===== src/rtl/pipeline_lsu.sv =====
// MEM-stage load/store unit: one outstanding req/gnt/rvalid access, big-endian lanes, optional LSU_PERF_CNT_EN counters.
// Latency: store rsp two cycles after accept, load rsp one cycle after rvalid, error rsp one cycle after accept.
// Backpressure: req_ready only in IDLE, mem_req held with stable payload until mem_gnt.
module pipeline_lsu #(
  parameter int DATA_W = 32,
  parameter int ADDR_W = 32,
  parameter int REG_W  = 5
) (
  input  logic                clk,
  input  logic                reset,
  input  logic                req_valid,
  output logic                req_ready,
  input  logic                req_write,
  input  logic [1:0]          req_size,
  input  logic                req_signed,
  input  logic [ADDR_W-1:0]   req_addr,
  input  logic [DATA_W-1:0]   req_wdata,
  input  logic [REG_W-1:0]    req_rd,
  input  logic                flush,
  output logic                busy,
  output logic                mem_req,
  input  logic                mem_gnt,
  output logic                mem_we,
  output logic [ADDR_W-1:0]   mem_addr,
  output logic [DATA_W/8-1:0] mem_be,
  output logic [DATA_W-1:0]   mem_wdata,
  input  logic                mem_rvalid,
  input  logic [DATA_W-1:0]   mem_rdata,
  output logic                rsp_valid,
  output logic                rsp_is_load,
  output logic                rsp_err,
  output logic [DATA_W-1:0]   rsp_data,
  output logic [REG_W-1:0]    rsp_rd,
  output logic [31:0]         perf_loads,
  output logic [31:0]         perf_stores,
  output logic [31:0]         perf_wait_cycles
);

  localparam int BE_W  = DATA_W / 8;
  localparam int OFF_W = $clog2(BE_W);

  typedef enum logic [2:0] {S_IDLE, S_REQ, S_WAIT, S_DONE, S_ERR, S_DRAIN} state_t;

  state_t            state, state_nxt;
  logic              accept, misaligned;
  logic [OFF_W-1:0]  req_off, off_q;
  logic              write_q, signed_q, err_q, rsp_q;
  logic [1:0]        size_q;
  logic [DATA_W-1:0] data_q, load_ext, rdata_sh, wdata_nxt;
  logic [BE_W-1:0]   be_nxt;

  assign accept  = req_valid && req_ready;
  assign req_off = req_addr[OFF_W-1:0];

  always_comb begin
    misaligned = 1'b1;
    case (req_size)
      2'b00:   misaligned = 1'b0;
      2'b01:   misaligned = req_off[0];
      2'b11:   misaligned = |req_off;
      default: misaligned = 1'b1;
    endcase
  end

  // Store lanes: byte offset 0 is the MSB lane, so enables shift right from the top.
  always_comb begin
    be_nxt    = '0;
    wdata_nxt = '0;
    if (req_write) begin
      case (req_size)
        2'b00: begin
          be_nxt    = {1'b1, {(BE_W-1){1'b0}}} >> req_off;
          wdata_nxt = {BE_W{req_wdata[7:0]}};
        end
        2'b01: begin
          be_nxt    = {2'b11, {(BE_W-2){1'b0}}} >> req_off;
          wdata_nxt = {(BE_W/2){req_wdata[15:0]}};
        end
        2'b11: begin
          be_nxt    = '1;
          wdata_nxt = req_wdata;
        end
        default: ;
      endcase
    end
  end

  // Shifting left by the byte offset brings the addressed lane to the top bits.
  always_comb begin
    rdata_sh = mem_rdata << {off_q, 3'b000};
    case (size_q)
      2'b00:   load_ext = {{(DATA_W-8){signed_q & rdata_sh[DATA_W-1]}}, rdata_sh[DATA_W-1 -: 8]};
      2'b01:   load_ext = {{(DATA_W-16){signed_q & rdata_sh[DATA_W-1]}}, rdata_sh[DATA_W-1 -: 16]};
      default: load_ext = rdata_sh;
    endcase
  end

  always_comb begin
    state_nxt = state;
    case (state)
      S_IDLE:  if (accept) state_nxt = misaligned ? S_ERR : S_REQ;
      S_REQ: begin
        // A flushed store that is granted has already been performed; only a flushed load must drain.
        if (flush)        state_nxt = (mem_gnt && !write_q) ? S_DRAIN : S_IDLE;
        else if (mem_gnt) state_nxt = write_q ? S_DONE : S_WAIT;
      end
      S_WAIT: begin
        if (flush)           state_nxt = mem_rvalid ? S_IDLE : S_DRAIN;
        else if (mem_rvalid) state_nxt = S_DONE;
      end
      S_DONE, S_ERR: state_nxt = S_IDLE;
      S_DRAIN: if (mem_rvalid) state_nxt = S_IDLE;
      default: state_nxt = S_IDLE;
    endcase
  end

  always_ff @(posedge clk or negedge reset) begin
    if (!reset) begin
      state     <= S_IDLE;
      req_ready <= 1'b1;
      busy      <= 1'b0;
      mem_req   <= 1'b0;
      mem_we    <= 1'b0;
      mem_addr  <= '0;
      mem_be    <= '0;
      mem_wdata <= '0;
      rsp_q     <= 1'b0;
      err_q     <= 1'b0;
      write_q   <= 1'b0;
      signed_q  <= 1'b0;
      size_q    <= '0;
      off_q     <= '0;
      data_q    <= '0;
      rsp_rd    <= '0;
    end else begin
      state     <= state_nxt;
      req_ready <= (state_nxt == S_IDLE);
      busy      <= (state_nxt != S_IDLE);
      mem_req   <= (state_nxt == S_REQ);
      mem_we    <= (state_nxt == S_REQ) && (accept ? req_write : write_q);
      rsp_q     <= (state_nxt == S_DONE) || (state_nxt == S_ERR);
      err_q     <= (state_nxt == S_ERR);
      if (accept) begin
        write_q   <= req_write;
        signed_q  <= req_signed;
        size_q    <= req_size;
        off_q     <= req_off;
        rsp_rd    <= req_rd;
        data_q    <= '0;
        mem_addr  <= {req_addr[ADDR_W-1:OFF_W], {OFF_W{1'b0}}};
        mem_be    <= misaligned ? '0 : be_nxt;
        mem_wdata <= misaligned ? '0 : wdata_nxt;
      end else if (state == S_WAIT && mem_rvalid && !flush) begin
        data_q <= load_ext;
      end
    end
  end

  // A flush during the response cycle cancels the pulse, so gating is combinational on flush.
  assign rsp_valid   = rsp_q && !flush;
  assign rsp_err     = rsp_valid && err_q;
  assign rsp_is_load = rsp_valid && !write_q;
  assign rsp_data    = data_q;

`ifdef LSU_PERF_CNT_EN
  logic [31:0] loads_q, stores_q, waits_q;

  always_ff @(posedge clk or negedge reset) begin
    if (!reset) begin
      loads_q  <= '0;
      stores_q <= '0;
      waits_q  <= '0;
    end else begin
      if (rsp_valid && !err_q) begin
        if (write_q && stores_q != '1)       stores_q <= stores_q + 32'd1;
        else if (!write_q && loads_q != '1)  loads_q  <= loads_q + 32'd1;
      end
      if ((state == S_REQ || state == S_WAIT) && waits_q != '1) waits_q <= waits_q + 32'd1;
    end
  end

  assign perf_loads       = loads_q;
  assign perf_stores      = stores_q;
  assign perf_wait_cycles = waits_q;
`else
  assign perf_loads       = '0;
  assign perf_stores      = '0;
  assign perf_wait_cycles = '0;
`endif

endmodule


===== config.mk =====
export PLATFORM = sky130hd
export DESIGN_NAME = pipeline_lsu
export DESIGN_NICKNAME = d
export VERILOG_FILES = /design/src/rtl/pipeline_lsu.sv
export SDC_FILE = /design/constraint.sdc
export NUM_CORES = 1
export LEC_CHECK = 0
export ABC_AREA = 1
export CAP_MARGIN = 0
export CORE_MARGIN = 2
export CORE_UTILIZATION = 33
export CTS_BUF_LIST = sky130_fd_sc_hd__clkbuf_4 sky130_fd_sc_hd__clkbuf_8 sky130_fd_sc_hd__clkbuf_16
export DETAILED_ROUTE_END_ITERATION = 10
export PLACE_DENSITY = 0.67
export SLEW_MARGIN = 20
export SYNTH_ARGS = -nofsm -noshare
export SYNTH_HDL_FRONTEND = slang
export SYNTH_SLANG_ARGS = --single-unit

===== constraint.sdc =====
create_clock -name clk -period 1.3 [get_ports clk]
set_clock_uncertainty 0.15 [all_clocks]
set_input_delay 0.26 -clock clk [delete_from_list [all_inputs] [get_ports clk]]
set_output_delay 0.26 -clock clk [all_outputs]
set_load 0.02 [all_outputs]

Run 1, nets reached from selected ports:
The bar under the picture is 50 um long.
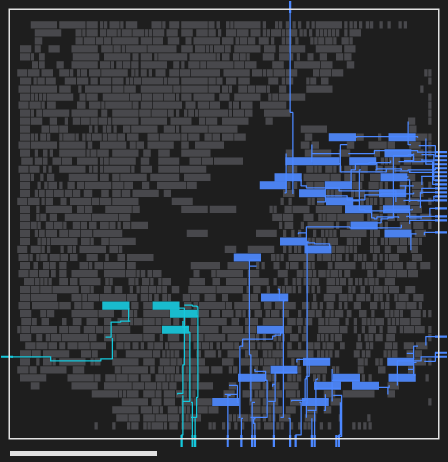
Key: cyan = mem_be [direction output, edge 3 bottom, 1 left, end cells 4, buffers 4, wire 203 um]; blue = rsp_data [direction output, edge 20 right, 11 bottom, 1 top, end cells 32, buffers 32, wire 1160 um]
Port Buffers: 220
I/O pins: 319

Run 1, gate-type map:
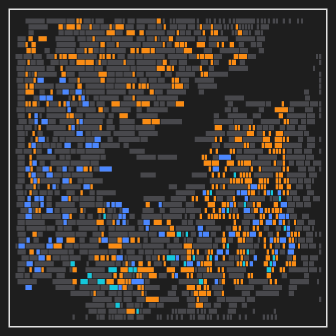
Key: blue = inverting AOI/OAI gates [cells 117]; cyan = NOR gates [cells 31]; orange = NAND gates [cells 412, where spread over the die]
logic share of the area: 0.288
Top cell excl fill/tap: nand2_1
fin cells: 1584

==> results.py, run 1 <==
# Auto-generated metrics
metrics = {
    "synth": {
        "synth.avg_cell_area_um2": 7.45,
        "enable_flop_cells": 0,
        "yosys-dominant-comb-family": "simple AND/OR/NAND/NOR gates",
        "netlist_area_um2": 6570,
    },
    "detailed_routing": {
        "viasPerCell": 4.63,
        "top_layer_used": "met4",
    },
    "clocking": {
        "cts_tree": "yes",
    },
    "worst_setup_path": {
        "crit_path_end": "mem_addr[5]",
        "crit_cells": 8,
        "cpMostUsedCell": "buf_12",
        "slowest_stage": "dfstp_2",
        "critPathMaxFanout": 7,
        "cp-startpoint": "req_ready",
        "r2r_slack_ps": -400,
        "reg2reg_from": "req_ready",
    },
    "final_timing": {
        "setup_ws_ps": -399,
        "setup_viol": 227,
        "tns_ps": -45070,
        "min_period_ps": 1700,
    },
    "final_layout": {
        "nNonClkInverters": 56,
        "drive_above_1_share": 0.445,
        "final_cell_area_um2": 12700,
        "final_cell_mix": "nand2_1 (260), buf_4 (148), buf_6 (131)",
    },
    "status": {
        "run_status": "complete, but fails checks",
        "violations": "setup timing",
    },
    "floorplanning": {
        "core_um2": 19500,
        "fp-utilization": 0.337,
    },
    "placed_design": {
        "dpl_worst_slack_ps": -692,
    },
}
Run 1, track usage over the die:
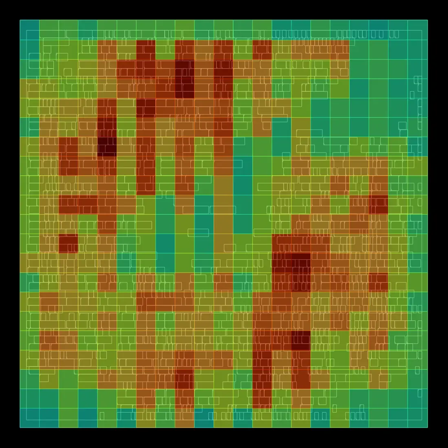
GRT Max-Usage Layer: met2
met3 usage: 0.0670
gr usage total: 0.224
Final Util: 0.650
met1 usage: 0.259

Run 1, where the registers sit:
The bar under the picture is 50 um long. Other sequential cells in the stronger grey, the rest of the logic in the fainter grey.
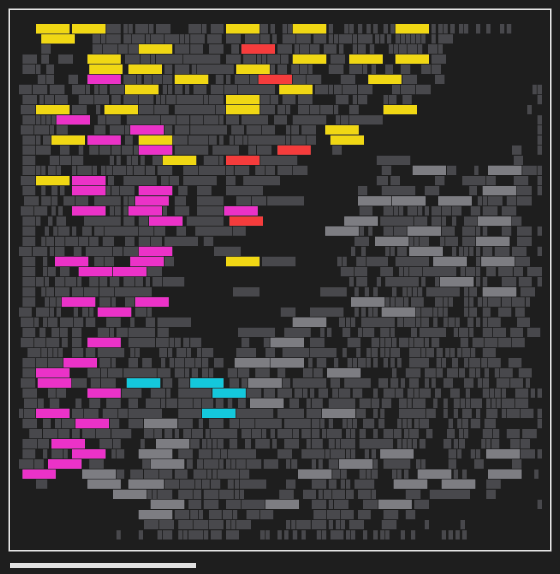
Key: cyan = mem_be [sequential cells 4]; yellow = mem_addr [sequential cells 30, where a horizontal strip, top]; magenta = mem_wdata [sequential cells 32]; red = rsp_rd [sequential cells 5, where top centre]
Another 47 sequential cells are not coloured.

Run 1, layout detail:
The bar under the picture is 10 um long. Window x 24 to 49, y 24 to 49 um. Cells in grey, sequential cells in the stronger grey; small squares are vias.
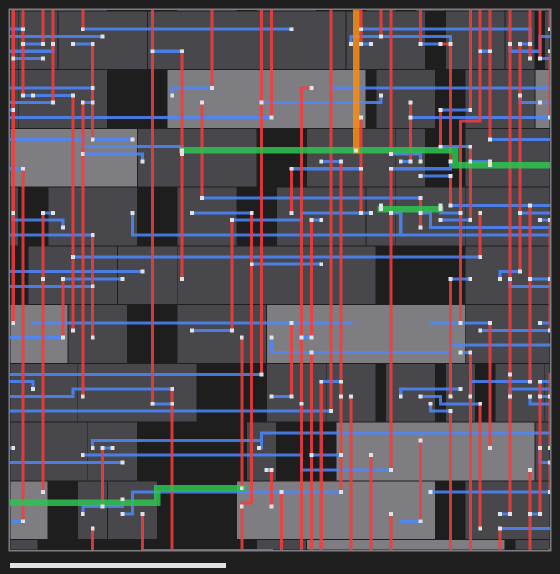

## Run 2: what changed since run 1
--- a/config.mk
+++ b/config.mk
@@ -7,11 +7,10 @@
 export LEC_CHECK = 0
 export ABC_AREA = 1
 export CAP_MARGIN = 0
-export CORE_MARGIN = 2
 export CORE_UTILIZATION = 33
 export CTS_BUF_LIST = sky130_fd_sc_hd__clkbuf_4 sky130_fd_sc_hd__clkbuf_8 sky130_fd_sc_hd__clkbuf_16
 export DETAILED_ROUTE_END_ITERATION = 10
-export PLACE_DENSITY = 0.67
+export PLACE_DENSITY = 0.64
 export SLEW_MARGIN = 20
 export SYNTH_ARGS = -nofsm -noshare
 export SYNTH_HDL_FRONTEND = slang
==> constraint.sdc (replaced) <==
create_clock -name clk -period 2.17 [get_ports clk]
set_clock_uncertainty 0.15 [all_clocks]
set_input_delay 0.434 -clock clk [delete_from_list [all_inputs] [get_ports clk]]
set_output_delay 0.434 -clock clk [all_outputs]
set_load 0.1 [all_outputs]
Run 2, layout detail:
The bar under the picture is 10 um long. Window x 23 to 48, y 23 to 48 um. Cells in grey, sequential cells in the stronger grey; small squares are vias.
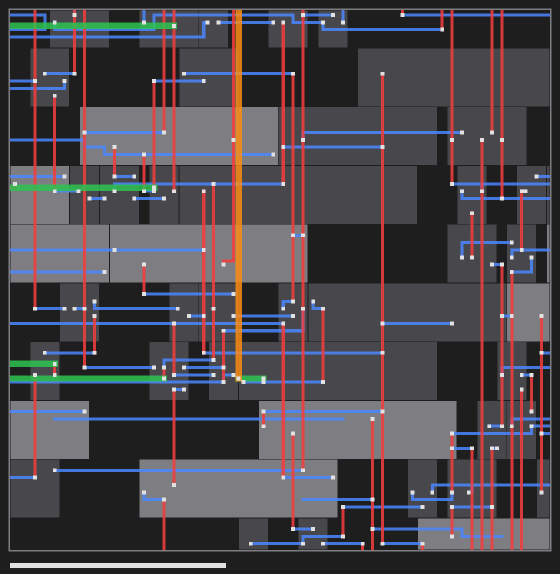
Key: orange = met4; blue = met1; green = met3; red = met2
Sequential cells in the window: 6. Netlist names of flops here include mem_wdata (4). Most frequent: nand2_1 (9). 41 logic cells have their middle in the window.

==> results.py, run 2 <==
# Auto-generated metrics
metrics = {
    "worst_setup_path": {
        "r2r_slack_ps": 220,
        "critPathMaxFanout": 5,
        "reg2reg_from": "off_q[0]",
        "slowest_stage": "clkdlybuf4s50_1",
        "crit_path_end": "rsp_err",
    },
    "synth": {
        "netlist_area_um2": 6570,
        "synth.avg_cell_area_um2": 7.45,
    },
    "detailed_routing": {
        "top_layer_used": "met4",
        "viasPerCell": 4.39,
    },
    "global_route": {
        "use_met3": 0.0604,
        "busiest_layer": "met2",
        "met1_usage": 0.231,
        "grtUsageTotal": 0.188,
    },
    "status": {
        "run_status": "completed",
    },
    "floorplanning": {
        "fp-utilization": 0.338,
        "core_um2": 19500,
        "ios": 319,
    },
    "final_layout": {
        "nNonClkInverters": 55,
        "final_cell_area_um2": 9180,
        "final_cell_mix": "nand2_1 (361), buf_4 (127), dfrtp_1 (117)",
        "drive_above_1_share": 0.171,
        "fin_cells": 1385,
        "comb_area_frac": 0.307,
    },
    "placed_design": {
        "io_buffer_count": 220,
        "gp_congestion": 0.896,
    },
    "clocking": {
        "cts_tree": "yes",
    },
    "final_timing": {
        "min_period_ps": 2090,
        "setup_ws_ps": 82.2,
    },
    "power_and_ir_drop": {
        "irDropWorstVdd_v": 0.00100,
    },
}
Run 2, gate-type map:
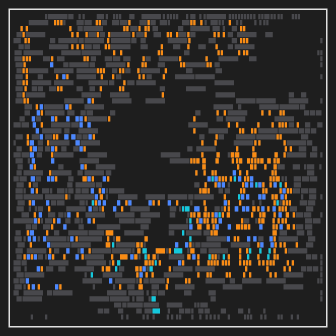
Key: blue = inverting AOI/OAI gates [cells 117]; orange = NAND gates [cells 412, where spread over the die]; cyan = NOR gates [cells 31]

Run 2, track usage over the die:
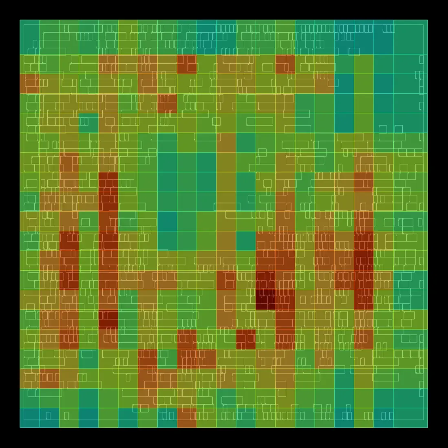

## Run 3: what changed since run 2
--- a/config.mk
+++ b/config.mk
@@ -6,11 +6,12 @@
 export NUM_CORES = 1
 export LEC_CHECK = 0
 export ABC_AREA = 1
-export CAP_MARGIN = 0
 export CORE_UTILIZATION = 33
 export CTS_BUF_LIST = sky130_fd_sc_hd__clkbuf_4 sky130_fd_sc_hd__clkbuf_8 sky130_fd_sc_hd__clkbuf_16
 export DETAILED_ROUTE_END_ITERATION = 10
+export GPL_ROUTABILITY_DRIVEN = 0
 export PLACE_DENSITY = 0.64
+export SKIP_CTS_REPAIR_TIMING = 1
 export SLEW_MARGIN = 20
 export SYNTH_ARGS = -nofsm -noshare
 export SYNTH_HDL_FRONTEND = slang
Run 3, track usage over the die:
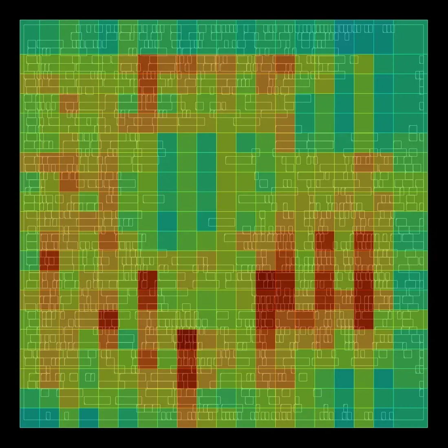
met3 usage: 0.0694
M2 GR Usage: 0.308
gr usage total: 0.189
routed len/inst: 13.9 um

Run 3, where the registers sit:
The bar under the picture is 50 um long. Other sequential cells in the stronger grey, the rest of the logic in the fainter grey.
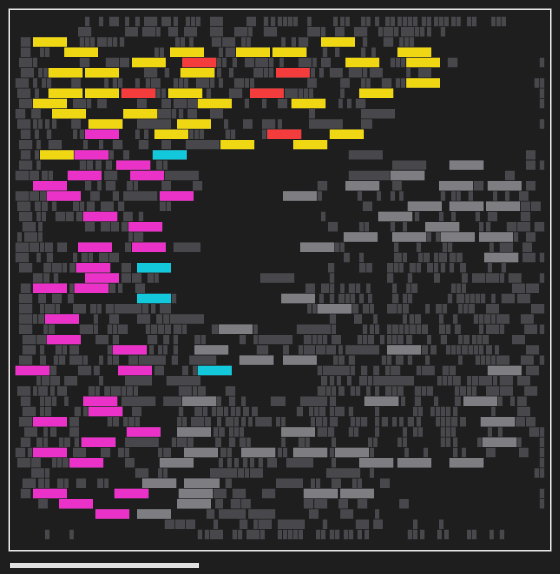
Key: cyan = mem_be [sequential cells 4, where middle left]; red = rsp_rd [sequential cells 5, where top centre]; magenta = mem_wdata [sequential cells 32]; yellow = mem_addr [sequential cells 30]
Another 47 sequential cells are not coloured.

==> results.py, run 3 <==
# Auto-generated metrics
metrics = {
    "status": {
        "run_status": "completed",
    },
    "worst_setup_path": {
        "slowest_stage": "clkdlybuf4s50_1",
        "crit_cells": 4,
        "crit_path_end": "rsp_err",
        "reg2reg_from": "off_q[0]",
    },
    "global_route": {
        "met1_usage": 0.228,
        "busiest_layer": "met2",
    },
    "final_layout": {
        "final_common_cell": "nand2_1",
        "fin_cells": 1382,
        "comb_area_frac": 0.307,
        "nNonClkInverters": 55,
        "drive_above_1_share": 0.169,
    },
    "floorplanning": {
        "core_um2": 19500,
        "ios": 319,
        "fp-utilization": 0.338,
    },
    "final_timing": {
        "tns_ps": 0,
        "setup_ws_ps": 50.9,
        "min_period_ps": 2120,
    },
    "detailed_routing": {
        "top_layer_used": "met4",
    },
    "power_and_ir_drop": {
        "irDropWorstVdd_v": 0.00122,
    },
    "synth": {
        "yosys-dominant-comb-family": "simple AND/OR/NAND/NOR gates",
        "netlist_area_um2": 6570,
        "synth.avg_cell_area_um2": 7.45,
    },
    "placed_design": {
        "dpl_worst_slack_ps": 49.3,
        "io_buffer_count": 220,
    },
}
